run_1/ff_map.png
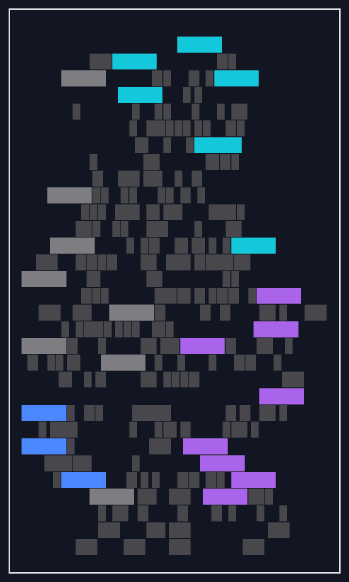
run_1/class_map.png
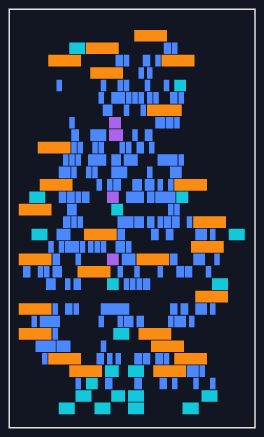
run_1/clock_wires.png
Bar = 20 µm.
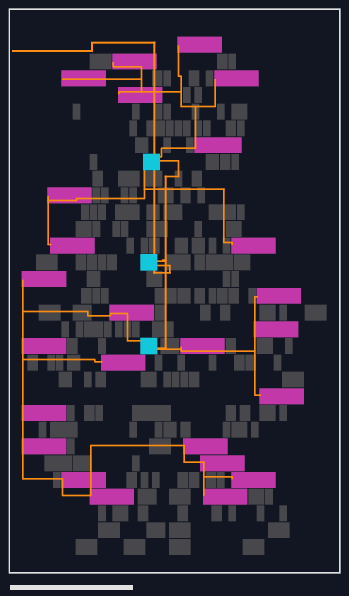
run_1/route_heat.png
The die is cut into 11 by 18 equal tiles; dark blue is low, red is high, scaled to the fullest tile. Values are wire area over tile area, all layers added.
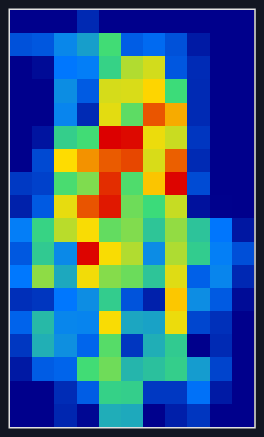
[src/rtl/usb_hs_pkg.sv]
// usb_hs_pkg: shared state type, line-pattern constants and CRC16 helper
// for the USB2 high-speed transmit serializer.
package usb_hs_pkg;

  typedef enum logic [2:0] {
    ST_IDLE,
    ST_SYNC,
    ST_DATA,
    ST_CRC,
    ST_EOP
  } tx_state_t;

  localparam int SYNC_BITS_DEF = 32;
  localparam int EOP_BITS_DEF  = 8;
  localparam int STUFF_LEN_DEF = 6;

  localparam logic SYNC_FILL_BIT = 1'b0;
  localparam logic SYNC_END_BIT  = 1'b1;
  localparam logic EOP_HEAD_BIT  = 1'b0;
  localparam logic EOP_TAIL_BIT  = 1'b1;

  localparam logic [15:0] CRC16_POLY = 16'h8005;
  localparam logic [15:0] CRC16_SEED = 16'hFFFF;

  // Non-reflected form: bit 15 of the register is the first bit on the wire.
  function automatic logic [15:0] crc16_step(input logic [15:0] crc, input logic b);
    return {crc[14:0], 1'b0} ^ ((crc[15] ^ b) ? CRC16_POLY : 16'h0000);
  endfunction

endpackage

[src/rtl/usb_bit_stuff_nrzi.sv]
// usb_bit_stuff_nrzi: run-length counter for bit stuffing and the NRZI line register.
// The caller substitutes the stuffed 0 whenever stall is high.
module usb_bit_stuff_nrzi #(
  parameter int STUFF_LEN = 6
) (
  input  logic clock_480,
  input  logic reset,
  input  logic bit_in,
  input  logic bit_valid,
  input  logic bypass,
  output logic tx_line,
  output logic stall
);

  localparam int CW = $clog2(STUFF_LEN + 1);

  logic [CW-1:0] ones;

  always_ff @(posedge clock_480) begin
    if (reset || !bit_valid) begin
      ones    <= '0;
      tx_line <= 1'b1;
    end else begin
      tx_line <= bit_in ? tx_line : ~tx_line;
      if (bypass || !bit_in) ones <= '0;
      else                   ones <= ones + 1'b1;
    end
  end

  // ones counts the bit currently on the line, so stall describes the next bit time
  assign stall = (ones == CW'(STUFF_LEN));

endmodule

[src/rtl/usb_hs_tx_serializer.sv]
// usb_hs_tx_serializer: USB2 HS transmit path (SYNC, stuffed NRZI payload, EOP).
// Optional CRC16 generation and CRC state enabled by the USB_TX_CRC16_EN macro.
//
// state | meaning
// IDLE  | line J, driver off, waiting for tx_valid
// SYNC  | sync pattern; first byte consumed on its last bit
// DATA  | byte sent LSB first; next byte consumed on bit 7
// CRC   | complemented CRC16, 16 bits (USB_TX_CRC16_EN only)
// EOP   | raw EOP pattern, stuffing bypassed
module usb_hs_tx_serializer
  import usb_hs_pkg::*;
#(
  parameter int SYNC_BITS = SYNC_BITS_DEF,
  parameter int EOP_BITS  = EOP_BITS_DEF,
  parameter int STUFF_LEN = STUFF_LEN_DEF
) (
  input  logic       clock_480,
  input  logic       reset,
  input  logic [7:0] tx_data,
  input  logic       tx_valid,
  input  logic       tx_last,
  output logic       tx_ready,
  output logic       tx_line,
  output logic       tx_oe,
  output logic       tx_busy,
  output logic       underrun
);

  // All registers describe the bit currently on the line.
  tx_state_t  state, state_n;
  logic [5:0] cnt, cnt_n;
  logic [7:0] byte_q, nbyte;
  logic       stuff_q, stuff_n;
  logic       more_q, more_n;
  logic       last_q;
  logic       bit_n, valid_n, bypass_n;
  logic       stall;
  logic       sync_end, data_end, phase_end, consume_pt, take;

  assign sync_end   = (state == ST_SYNC) && (cnt == 6'(SYNC_BITS - 1));
  assign data_end   = (state == ST_DATA) && (cnt == 6'd7);
  assign phase_end  = sync_end || data_end || ((state == ST_CRC) && (cnt == 6'd15));
  assign consume_pt = sync_end || (data_end && !stuff_q);
  assign tx_ready   = consume_pt && !((state == ST_DATA) && last_q);
  assign take       = tx_ready && tx_valid;
  assign underrun   = tx_ready && !tx_valid;
  assign more_n     = consume_pt ? take : more_q;
  assign nbyte      = take ? tx_data : byte_q;
  assign tx_busy    = (state != ST_IDLE);

`ifdef USB_TX_CRC16_EN
  logic [15:0] crc, crc_nxt;
  logic        crc_q, tocrc_n, pid_q;

  assign tocrc_n = consume_pt ? ((state == ST_DATA) && last_q) : crc_q;
  assign crc_nxt = ((state == ST_DATA) && !stuff_q && !pid_q) ?
                   crc16_step(crc, byte_q[cnt[2:0]]) : crc;

  always_ff @(posedge clock_480) begin
    if (reset || state == ST_IDLE) begin
      crc   <= CRC16_SEED;
      crc_q <= 1'b0;
      pid_q <= 1'b0;
    end else begin
      crc <= crc_nxt;
      if (consume_pt) crc_q <= tocrc_n;
      if (take)       pid_q <= (state == ST_SYNC);
    end
  end
`endif

  always_comb begin
    state_n  = state;
    cnt_n    = cnt;
    stuff_n  = 1'b0;
    bit_n    = 1'b1;
    valid_n  = 1'b1;
    bypass_n = 1'b0;
    case (state)
      ST_IDLE: begin
        valid_n = 1'b0;
        if (tx_valid) begin
          state_n = ST_SYNC;
          cnt_n   = '0;
          bit_n   = SYNC_FILL_BIT;
          valid_n = 1'b1;
        end
      end
      ST_SYNC, ST_DATA, ST_CRC: begin
        if (stall) begin
          bit_n   = 1'b0;
          stuff_n = 1'b1;
        end else if (phase_end) begin
          if (more_n) begin
            state_n = ST_DATA;
            cnt_n   = '0;
            bit_n   = nbyte[0];
          end
`ifdef USB_TX_CRC16_EN
          else if (tocrc_n && state != ST_CRC) begin
            state_n = ST_CRC;
            cnt_n   = '0;
            bit_n   = ~crc_nxt[15];
          end
`endif
          else begin
            state_n  = ST_EOP;
            cnt_n    = '0;
            bit_n    = EOP_HEAD_BIT;
            bypass_n = 1'b1;
          end
        end else begin
          cnt_n = cnt + 6'd1;
          case (state)
            ST_SYNC: bit_n = (cnt_n == 6'(SYNC_BITS - 1)) ? SYNC_END_BIT : SYNC_FILL_BIT;
            ST_DATA: bit_n = byte_q[cnt_n[2:0]];
`ifdef USB_TX_CRC16_EN
            ST_CRC:  bit_n = ~crc[~cnt_n[3:0]];
`endif
            default: bit_n = 1'b1;
          endcase
        end
      end
      ST_EOP: begin
        bypass_n = 1'b1;
        if (cnt == 6'(EOP_BITS - 1)) begin
          state_n = ST_IDLE;
          valid_n = 1'b0;
        end else begin
          cnt_n = cnt + 6'd1;
          bit_n = EOP_TAIL_BIT;
        end
      end
      default: begin
        state_n = ST_IDLE;
        valid_n = 1'b0;
      end
    endcase
  end

  always_ff @(posedge clock_480) begin
    if (reset) begin
      state   <= ST_IDLE;
      cnt     <= '0;
      stuff_q <= 1'b0;
      more_q  <= 1'b0;
      last_q  <= 1'b0;
      byte_q  <= '0;
      tx_oe   <= 1'b0;
    end else begin
      state   <= state_n;
      cnt     <= cnt_n;
      stuff_q <= stuff_n;
      tx_oe   <= (state_n != ST_IDLE);
      if (consume_pt) more_q <= take;
      if (take) begin
        byte_q <= tx_data;
        last_q <= tx_last;
      end
    end
  end

  usb_bit_stuff_nrzi #(.STUFF_LEN(STUFF_LEN)) u_stuff (
    .clock_480 (clock_480),
    .reset     (reset),
    .bit_in    (bit_n),
    .bit_valid (valid_n),
    .bypass    (bypass_n),
    .tx_line   (tx_line),
    .stall     (stall)
  );

endmodule

[config.mk]
export PLATFORM = sky130hd
export DESIGN_NAME = usb_hs_tx_serializer
export DESIGN_NICKNAME = d
export VERILOG_FILES = /design/src/rtl/usb_hs_pkg.sv /design/src/rtl/usb_bit_stuff_nrzi.sv /design/src/rtl/usb_hs_tx_serializer.sv
export SDC_FILE = /design/constraint.sdc
export NUM_CORES = 1
export LEC_CHECK = 0
export ABC_AREA = 1
export CORE_ASPECT_RATIO = 1.75
export CORE_MARGIN = 1.5
export CORE_UTILIZATION = 30
export CTS_BUF_LIST = sky130_fd_sc_hd__clkbuf_4
export CTS_CLUSTER_DIAMETER = 100
export DETAILED_ROUTE_END_ITERATION = 8
export HOLD_SLACK_MARGIN = 0.15
export PLACE_DENSITY = 0.52
export REMOVE_ABC_BUFFERS = 1
export SLEW_MARGIN = 15
export SYNTH_ARGS = -nofsm -noshare
export SYNTH_HDL_FRONTEND = slang
export SYNTH_SLANG_ARGS = --single-unit
[constraint.sdc]
create_clock -name clock_480 -period 2.5 [get_ports clock_480]
set_clock_uncertainty 0.2 [all_clocks]
set_input_delay 0.25 -clock clock_480 [delete_from_list [all_inputs] [get_ports clock_480]]
set_output_delay 0.25 -clock clock_480 [all_outputs]
set_load 0.01 [all_outputs]
==> results_slide.txt, run 1 <==
Synthesis and Place & Route Summary

Outcome
  – Status: complete, no violations

GRT
  – Initial antenna violation count: 0
  – Met3 Use GR: 0.0164
  – Vias in the first global route: 1,297
  – Met1 GRT Util: 0.137
  – Grt total ovfl: 0
  – Met2 Usage GRT: 0.288
  – Busiest grt layer: met2
  – Pin count of the biggest net entering global routing: 17
  – First-pass GRT wire length: 5.38 mm

Power
  – Sequential share of power: 0.572
  – Logic pwr share: 0.139
  – Pwr dens: 449 nW/µm²
  – LEAKAGE: 0.690 nW
  – Total power: 0.000722 W
  – P_int: 0.000518 W
  – Peak supply drop: 0.000329 V
  – Psw: 0.000203 W
  – Switching Fraction: 0.282

Routing
  – Remaining DRCs: 0
  – DRT iter0 DRCs: 14
  – Antenna-violating nets left: 0
  – Vias per inst: 4.76
  – First drt pass iteration count: 4

Final timing
  – Setup TNS: 0 ns
  – RSZ-0062 raised after global routing: no
  – Slew margin rel.: 0.693
  – Fin. max-slew vios: 0
  – Final setup margin: about 0.18 ns
  – FMAX: between 0.4 and 0.5 GHz
  – Endpoints failing setup: 0
  – Tightest Pin Transition: 0.459 ns
  – Final hold violations: 0
  – Fin crit share: 0.927
  – Fin crit period: 2.32 ns

Worst setup path
  – Setup crit end kind: output pin
  – FF-to-FF setup slack: 0.37 ns
  – WS Path Type: flip-flop to output pin
  – Crit-path max FO: 5
  – Delay-heaviest family, CP: simple AND/OR/NAND/NOR gates
  – Worst path most repeated cell: nand2_2
  – Slowest CP cell: dfxtp_1
  – Critical path buffer and inverter count: 2
  – Startpoint Class: flip-flop
  – Critical path cell sequence: ha_1 -> nand2_2 -> nor2_4 -> nand3_2 -> nand2_2 -> nand2_1 -> inv_1 -> dlygate4sd2_1
  – Worst EP required: between 2 and 2.5 ns
  – WP data arrival: roughly 1.9 ns
  – Slowest cell delay on critical path: 0.37 ns

Floorplan
  – Io pins: 17
  – Floorplan core density: 0.309
  – Total Die Area: about 5000 µm²
  – Die Height: 91.3 µm
  – Die Wd: between 50 and 60 µm
  – Row count: 32

Finish
  – Ant diodes: 0
  – Biggest regs: byte_q x8, cnt x6
  – Register name with the most flops: byte_q
  – Final Cell Area: 1610 µm²
  – Max FFs per register: 8
  – Final nets: 227
  – Layout cells sized above 1: 0.129
  – Post-route non-filler standard cell count: roughly 260
  – Area grow syn2layout: 20.1%

Place
  – Pre-CTS setup slack: 0.201 ns
  – DP HPWL: 2.43 mm
  – Final GP Congestion: 0.780
  – Placed insts: 255
  – Number of I/O port buffers: 16
  – Cell Area, Placed: 1560 µm²

Run
  – Max cap viols: 0
  – Tool warning count: 27

Clocking
  – Worst-case clock buffer depth: 2
  – CTS Buf Count: 3
  – Clock sink count: 25
  – H-tree levels: 1
  – Clk Tree Root Cell: clkbuf_4
  – Post-CTS Hold Buffers: 0
  – CTS tree: yes
  – Worst-path clk slew: between 0.15 and 0.2 ns

Logic synthesis
  – Cells in synth_stat.txt: 190
  – Chip area line of the yosys report: 1340 µm²
  – Unique cell types: 29
  – Post-synthesis cell count: 190
  – Synth Cell Area: 1340 µm²
  – Ys Warns: 0
  – Sequential-to-total area share from yosys stat: 0.374
  – Mean Syn Cell Area: 7.04 µm²
  – Flops after synth: 25

Min path
  – Worst min path class: primary input to flip-flop
Notes on ff_map.png above:
Key: blue = u_stuff.ones [placed flops 3]; purple = byte_q [placed flops 8]; cyan = cnt [placed flops 6]
Another 8 sequential cells are not colored.

Notes on class_map.png above:
Key: cyan = remaining buffers and delay cells [cells 21, share of their area 13%]; orange = sequential cells [cells 25, share of their area 33%]; purple = clock drivers and dummy loads [cells 4, share of their area 2.0%]; blue = remaining logic cells [cells 160, share of their area 53%]
Core Util, Final: 0.372
core box area: 4320 µm²

Notes on clock_wires.png above:
Key: magenta = flip-flops [count 25]; cyan = clock-net drivers [count 3]; orange = clock wires [length 393 µm]
Position of the flops: spread over the die. There are 4 routed clock nets.
clock share of power: 0.289
Latency at later pin: 0.34 ns
Clk. pwr: 0.000209 W

Notes on route_heat.png above:
The densest ninth of the die: center. The emptiest ninth of the die: upper right. The mean over all tiles is 0.10. 23% of the tiles are nearly empty. 26% of the tiles are over half the peak. The fullest tile reaches 0.33.
Total GRT Usage: 0.148
total routed wirelength: 3.15 mm
Vias: 1,243
routed length per instance: 12.1 µm

## run 1: area by class of cell
type	count	area (µm²)
Fill cell	474	2720
Multi-Input combinational cell	130	702
Sequential cell	25	502
Timing Repair Buffer	21	195
Inverter	30	113
Tap cell	51	63.8
Clock buffer	3	22.5
Clock inverter	1	8.76
## run 1: power groups by stage
stage | Clock [W] | Sequential [W] | Combinational (W)
finish | 0.000209 | 0.000413 | 0.000101
global route | 0.000227 | 0.000414 | 0.000112
CTS | 0.000216 | 0.000413 | 0.000102
detailed placement | 0 | 0.000421 | 0.000102
global placement | 0 | 0.000421 | 0.000101
floorplan | 0 | 0.000424 | 0.0000463
## run 1: synth_stat cells
library cell,instances,share of area
o21ai_0,4,0.015
nor2_2,1,0.0047
dfxtp_1,25,0.37
o22ai_1,1,0.0047
clkinv_1,1,0.0028
nor2_4,2,0.017
nand3_2,2,0.015
nor2_1,23,0.065
or2_1,1,0.0047
xnor2_1,1,0.0065
xor2_1,2,0.013
inv_1,27,0.076
clkbuf_1,2,0.0056
or2_2,1,0.0047
o211ai_1,1,0.0056
inv_2,2,0.0056
buf_2,3,0.011
nand3_4,1,0.013
nand3b_1,1,0.0056
a21oi_2,3,0.020
nand2_1,35,0.098
nand3_1,17,0.064
nor3_2,1,0.0075
nand2_2,4,0.019
nor3_1,1,0.0037
a21oi_1,16,0.060
a211oi_1,5,0.028
ha_1,4,0.037
nand4_1,3,0.014
## run 1: repair_timing
item,CTS,global route
gates resized,3,0
endpoints found under the setup margin,2,0
buffers inserted,2,0
hold endpoints to repair,0,0
## run 1: cells by family after synthesis
logic type      after synthesis  share of synthesized area
compound gates               30                      0.133
simple gates                 93                      0.335
flops                        25                      0.374
fa+ha+maj                     4                     0.0374
buf+inv                      35                      0.101
xor+xnor                      3                     0.0196
## run 1: final timing paths
path,from,to,depth (start not counted)
worst min register to register,u_stuff.ones[0],u_stuff.ones[0],1
worst max-delay path,cnt[0],tx_ready,8
worst min-delay path,tx_data[5],byte_q[5],3
worst max register to register,cnt[0],u_stuff.ones[1],15
## run 1: cell usage in the layout, fill, tap and decap left out, drive strengths merged
cell type	Yosys	routed
o211ai	1	1
nand2	39	39
ha	4	4
o21ai	4	4
clkdlybuf4s50	0	14
nor3	2	2
o22ai	1	1
nand3	20	20
or2	2	2
xnor2	1	1
nor2	26	26
inv	29	30
buf	3	5
clkinv	1	1
xor2	2	2
clkbuf	2	3
nand3b	1	1
dfxtp	25	25
a211oi	5	5
nand4	3	3
dlygate4sd2	0	2
a21oi	19	19
## run 1: layer usage
layer / share of wire / wire, µm
met5: 0 / 0
met2: 0.56 / 1770
met1: 0.38 / 1210
met3: 0.019 / 61
met4: 0.033 / 104
## run 1: per-stage QoR
| stage | util | hold WS, ns |
|---|---|---|
| floorplan | - | 0.119 |
| finish | 0.372 | 0.256 |
| global placement | 0.361 | 0.231 |
| detailed placement | 0.361 | 0.240 |
| global route | 0.372 | 0.270 |
| CTS | 0.372 | 0.251 |
## run 1: worst min-delay path, stage by stage
cell,delay [ns]
clkdlybuf4s50_1,0.40
nand3_1,0.08
a21oi_1,0.05
==> run 2, diff against run 1 <==
--- a/config.mk
+++ b/config.mk
@@ -12,6 +12,7 @@
 export CTS_BUF_LIST = sky130_fd_sc_hd__clkbuf_4
 export CTS_CLUSTER_DIAMETER = 100
 export DETAILED_ROUTE_END_ITERATION = 8
+export GPL_ROUTABILITY_DRIVEN = 1
 export HOLD_SLACK_MARGIN = 0.15
 export PLACE_DENSITY = 0.52
 export REMOVE_ABC_BUFFERS = 1
run_2/class_map.png
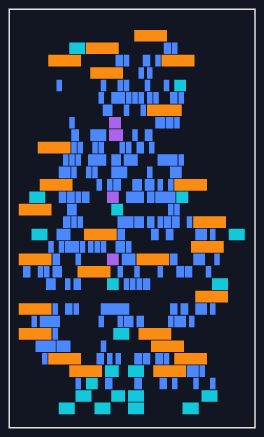
Key: blue = remaining logic cells [cells 160, share of their area 53%]; cyan = remaining buffers and delay cells [cells 21, share of their area 13%]; orange = sequential cells [cells 25, share of their area 33%]; purple = clock drivers and dummy loads [cells 4, share of their area 2.0%]

==> run 2 against run 1 <==
Against the previous run: first-iteration DRC count unchanged; flip-flop count is the same; clock-buffer cell count did not move.
==> results_slide.txt, run 2 <==
Synthesis and Place & Route Summary

Logic synthesis
  – Yosys adder share: 0.0374 (unchanged)
  – Post-Synth Simple-Gate Area: 0.335 (unchanged)
  – Yosys aoi share: 0.133 (unchanged)
  – Sequential-to-total area share from yosys stat: 0.374 (unchanged)
  – Synth async-reset ratio: 0 (unchanged)
  – Multiplexer share: 0 (unchanged)
  – XOR Share, Synth: 0.0196 (unchanged)
  – Top cells by area, synth: dfxtp_1 (37%), nand2_1 (9.8%), inv_1 (7.6%) (unchanged)
  – Synth Cell Area: 1340 µm² (unchanged)
  – Top cells by count, synth: nand2_1 (35), inv_1 (27), dfxtp_1 (25) (unchanged)
  – Top-area cell share: 0.374 (unchanged)
  – Flops after synth: 25 (unchanged)
  – Leading area contributor after synthesis: dfxtp_1 (unchanged)
  – Cells in synth_stat.txt: 190 (unchanged)
  – Count leader, synth: nand2_1 (unchanged)
  – Unique cell types: 29 (unchanged)
  – Logic family by area: simple AND/OR/NAND/NOR gates (unchanged)
  – Post-synthesis cell count: 190 (unchanged)
  – Mean Syn Cell Area: 7.04 µm² (unchanged)
  – Ys Warns: 0 (unchanged)
  – Chip area line of the yosys report: 1340 µm² (unchanged)
  – Post-synth top flop: dfxtp_1 (unchanged)
  – Number of flops mapped to enable cells by yosys: 0 (unchanged)

Final timing
  – FMAX: 0.432 GHz (unchanged)
  – Final hold violations: 0 (unchanged)
  – Fin crit share: 0.927 (unchanged)
  – Slew margin rel.: 0.693 (unchanged)
  – Fin. max-slew vios: 0 (unchanged)
  – Setup TNS: 0 ns (unchanged)
  – Endpoints failing setup: 0 (unchanged)
  – RSZ-0062 raised after global routing: no (unchanged)
  – Tightest Pin Transition: 0.459 ns (unchanged)
  – Fin crit period: 2.32 ns (unchanged)

Place
  – Final GP Congestion: 0.780 (unchanged)
  – DP HPWL: 2.43 mm (unchanged)
  – Placed insts: 255 (unchanged)
  – Number of I/O port buffers: 16 (unchanged)

Finish
  – Max FFs per register: 8 (unchanged)
  – # fillers: 474 (unchanged)
  – Storage element area: 502 µm² (unchanged)
  – Logic area: 702 µm² (unchanged)
  – Commonest Layout Cell: nand2_1 (unchanged)
  – Layout cells sized above 1: 0.129 (unchanged)
  – Core Util, Final: 0.372 (unchanged)
  – Area grow syn2layout: 20.1% (unchanged)
  – Biggest regs: byte_q x8, cnt x6 (unchanged)
  – Register name with the most flops: byte_q (unchanged)
  – Ant diodes: 0 (unchanged)
  – Dominant logic cell types in the final layout: nand2_1 (35), inv_1 (27), dfxtp_1 (24) (unchanged)
  – Final nets: 227 (unchanged)
  – Post-route non-filler standard cell count: 261 (unchanged)

Floorplan
  – Floorplan core density: 0.309 (unchanged)
  – Row count: 32 (unchanged)
  – Total Die Area: 4880 µm² (unchanged)
  – Die Wd: 53.5 µm (unchanged)
  – Die Height: 91.3 µm (unchanged)
  – Core box area: 4320 µm² (unchanged)
  – Io pins: 17 (unchanged)

GRT
  – Grt total ovfl: 0 (unchanged)
  – First-pass GRT wire length: 5.38 mm (unchanged)
  – Pin count of the biggest net entering global routing: 17 (unchanged)
  – Total GRT Usage: 0.148 (unchanged)
  – Vias in the first global route: 1,297 (unchanged)
  – Initial antenna violation count: 0 (unchanged)

Clocking
  – Worst-path clk slew: 0.16 ns (about the same)
  – H-tree levels: 1 (unchanged)
  – Latency at later pin: 0.34 ns (about the same)
  – Clk Tree Root Cell: clkbuf_4 (unchanged)
  – Worst-case clock buffer depth: 2 (unchanged)
  – Post-CTS Hold Buffers: 0 (unchanged)
  – CTS tree: yes (unchanged)

Worst setup path
  – Critical path buffer and inverter count: 2 (unchanged)
  – Slowest cell delay on critical path: 0.37 ns (about the same)
  – Delay-heaviest family, CP: simple AND/OR/NAND/NOR gates (unchanged)
  – FF-to-FF path depth: 15 (unchanged)
  – Slowest CP cell: dfxtp_1 (unchanged)
  – WP data arrival: 1.87 ns (about the same)
  – Startpoint Class: flip-flop (unchanged)
  – Worst path most repeated cell: nand2_2 (unchanged)
  – Crit. path cell count: 8 (unchanged)
  – WS Path Type: flip-flop to output pin (unchanged)
  – Critical path cell sequence: ha_1 -> nand2_2 -> nor2_4 -> nand3_2 -> nand2_2 -> nand2_1 -> inv_1 -> dlygate4sd2_1 (unchanged)
  – Crit-path max FO: 5 (unchanged)
  – Setup crit end kind: output pin (unchanged)
  – Worst EP required: 2.05 ns (about the same)

Routing
  – Vias per inst: 4.76 (unchanged)
  – Vias: 1,243 (unchanged)
  – Total routed wirelength: 3.15 mm (unchanged)
  – Remaining DRCs: 0 (unchanged)
  – Routed length per instance: 12.1 µm (unchanged)
  – First drt pass iteration count: 4 (unchanged)
  – Antenna-violating nets left: 0 (unchanged)
  – DRT iter0 DRCs: 14 (unchanged)

Power
  – Pwr dens: 449 nW/µm² (unchanged)
  – Peak supply drop: 0.000329 V (unchanged)
  – LEAKAGE: 0.690 nW (unchanged)

Run
  – Tool warning count: 27 (unchanged)
  – Max cap viols: 0 (unchanged)

Min path
  – Worst min path class: primary input to flip-flop (unchanged)
  – Worst Hold Depth: 3 (unchanged)

Outcome
  – Status: complete, no violations (unchanged)
run_2/clock_nets.png
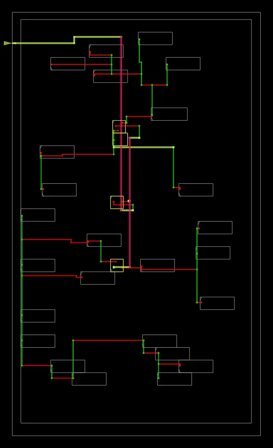
clock sink count: 25
clock buffers: 3
CTS Buf Count: 3

[run 2: timing repair]
action / in CTS / in global routing
hold endpoints to repair: 0 / 0
buffers inserted: 2 / 0
endpoints found under the setup margin: 2 / 0
gates resized: 3 / 0
[run 2: final timing paths]
kind | start | end | slack [ns]
max | cnt[0] | tx_ready | 0.18
min reg2reg | u_stuff.ones[0] | u_stuff.ones[0] | 0.26
max reg2reg | cnt[0] | u_stuff.ones[1] | 0.37
min | tx_data[5] | byte_q[5] | 0.26
[run 2: metrics by stage]
step / cell area [µm²] / hold WS (ns) / power (W) / setup slack, ns
2_1_floorplan: 1320 / 0.119 / 0.000470 / 0.496
6_report: 1610 / 0.256 / 0.000722 / 0.183
4_1_cts: 1610 / 0.251 / 0.000731 / 0.167
3_5_place_dp: 1560 / 0.240 / 0.000523 / 0.201
3_3_place_gp: 1560 / 0.231 / 0.000522 / 0.220
5_1_grt: 1610 / 0.270 / 0.000753 / 0.0660
[run 2: worst register-to-register path, stage by stage, from the launching register on]
cell     delay [ns]
dfxtp_1        0.37
buf_4          0.16
inv_1          0.09
ha_1           0.37
inv_1          0.09
a21oi_1        0.10
o21ai_0        0.09
nand3_1        0.07
nand3_1        0.06
nand3_1        0.07
nand2_1        0.05
nand2_1        0.07
nand2_1        0.07
nand2_2        0.07
nand2_2        0.06
nor2_1         0.08
[run 2: layout make-up]
class	instances	area share
Tap cell	51	0.0397
Clock buffer	3	0.0140
Inverter	30	0.0701
Timing Repair Buffer	21	0.121
Multi-Input combinational cell	130	0.437
Sequential cell	25	0.312
Clock inverter	1	0.00545
[run 2: metal layers]
| layer | up-vias | wire length (µm) | track usage |
|---|---|---|---|
| met1 | 576 | 1210 | 0.137 |
| met4 | 0 | 104 | 0.0726 |
| li1 | 645 | - | - |
| met2 | 15 | 1770 | 0.288 |
| met3 | 7 | 61 | 0.0164 |
| met5 | - | 0 | 0 |
[run 2: cells by family (layout without fill, tap and decap cells)]
family,count (synthesis),after routing
compound gates,30,30
xor+xnor,3,3
fa+ha+maj,4,4
buf+inv,35,55
flops,25,25
simple gates,93,93
[run 2: power breakdown]
part / switching, W / total [W] / internal [W] / leakage (nW)
logic: 0.0000545 / 0.000101 / 0.0000462 / 0.469
registers: 0.00000595 / 0.000413 / 0.000407 / 0.203
clock network: 0.000143 / 0.000209 / 0.0000655 / 0.0183
No activity file was given, so power comes from the tool's default toggle rates.
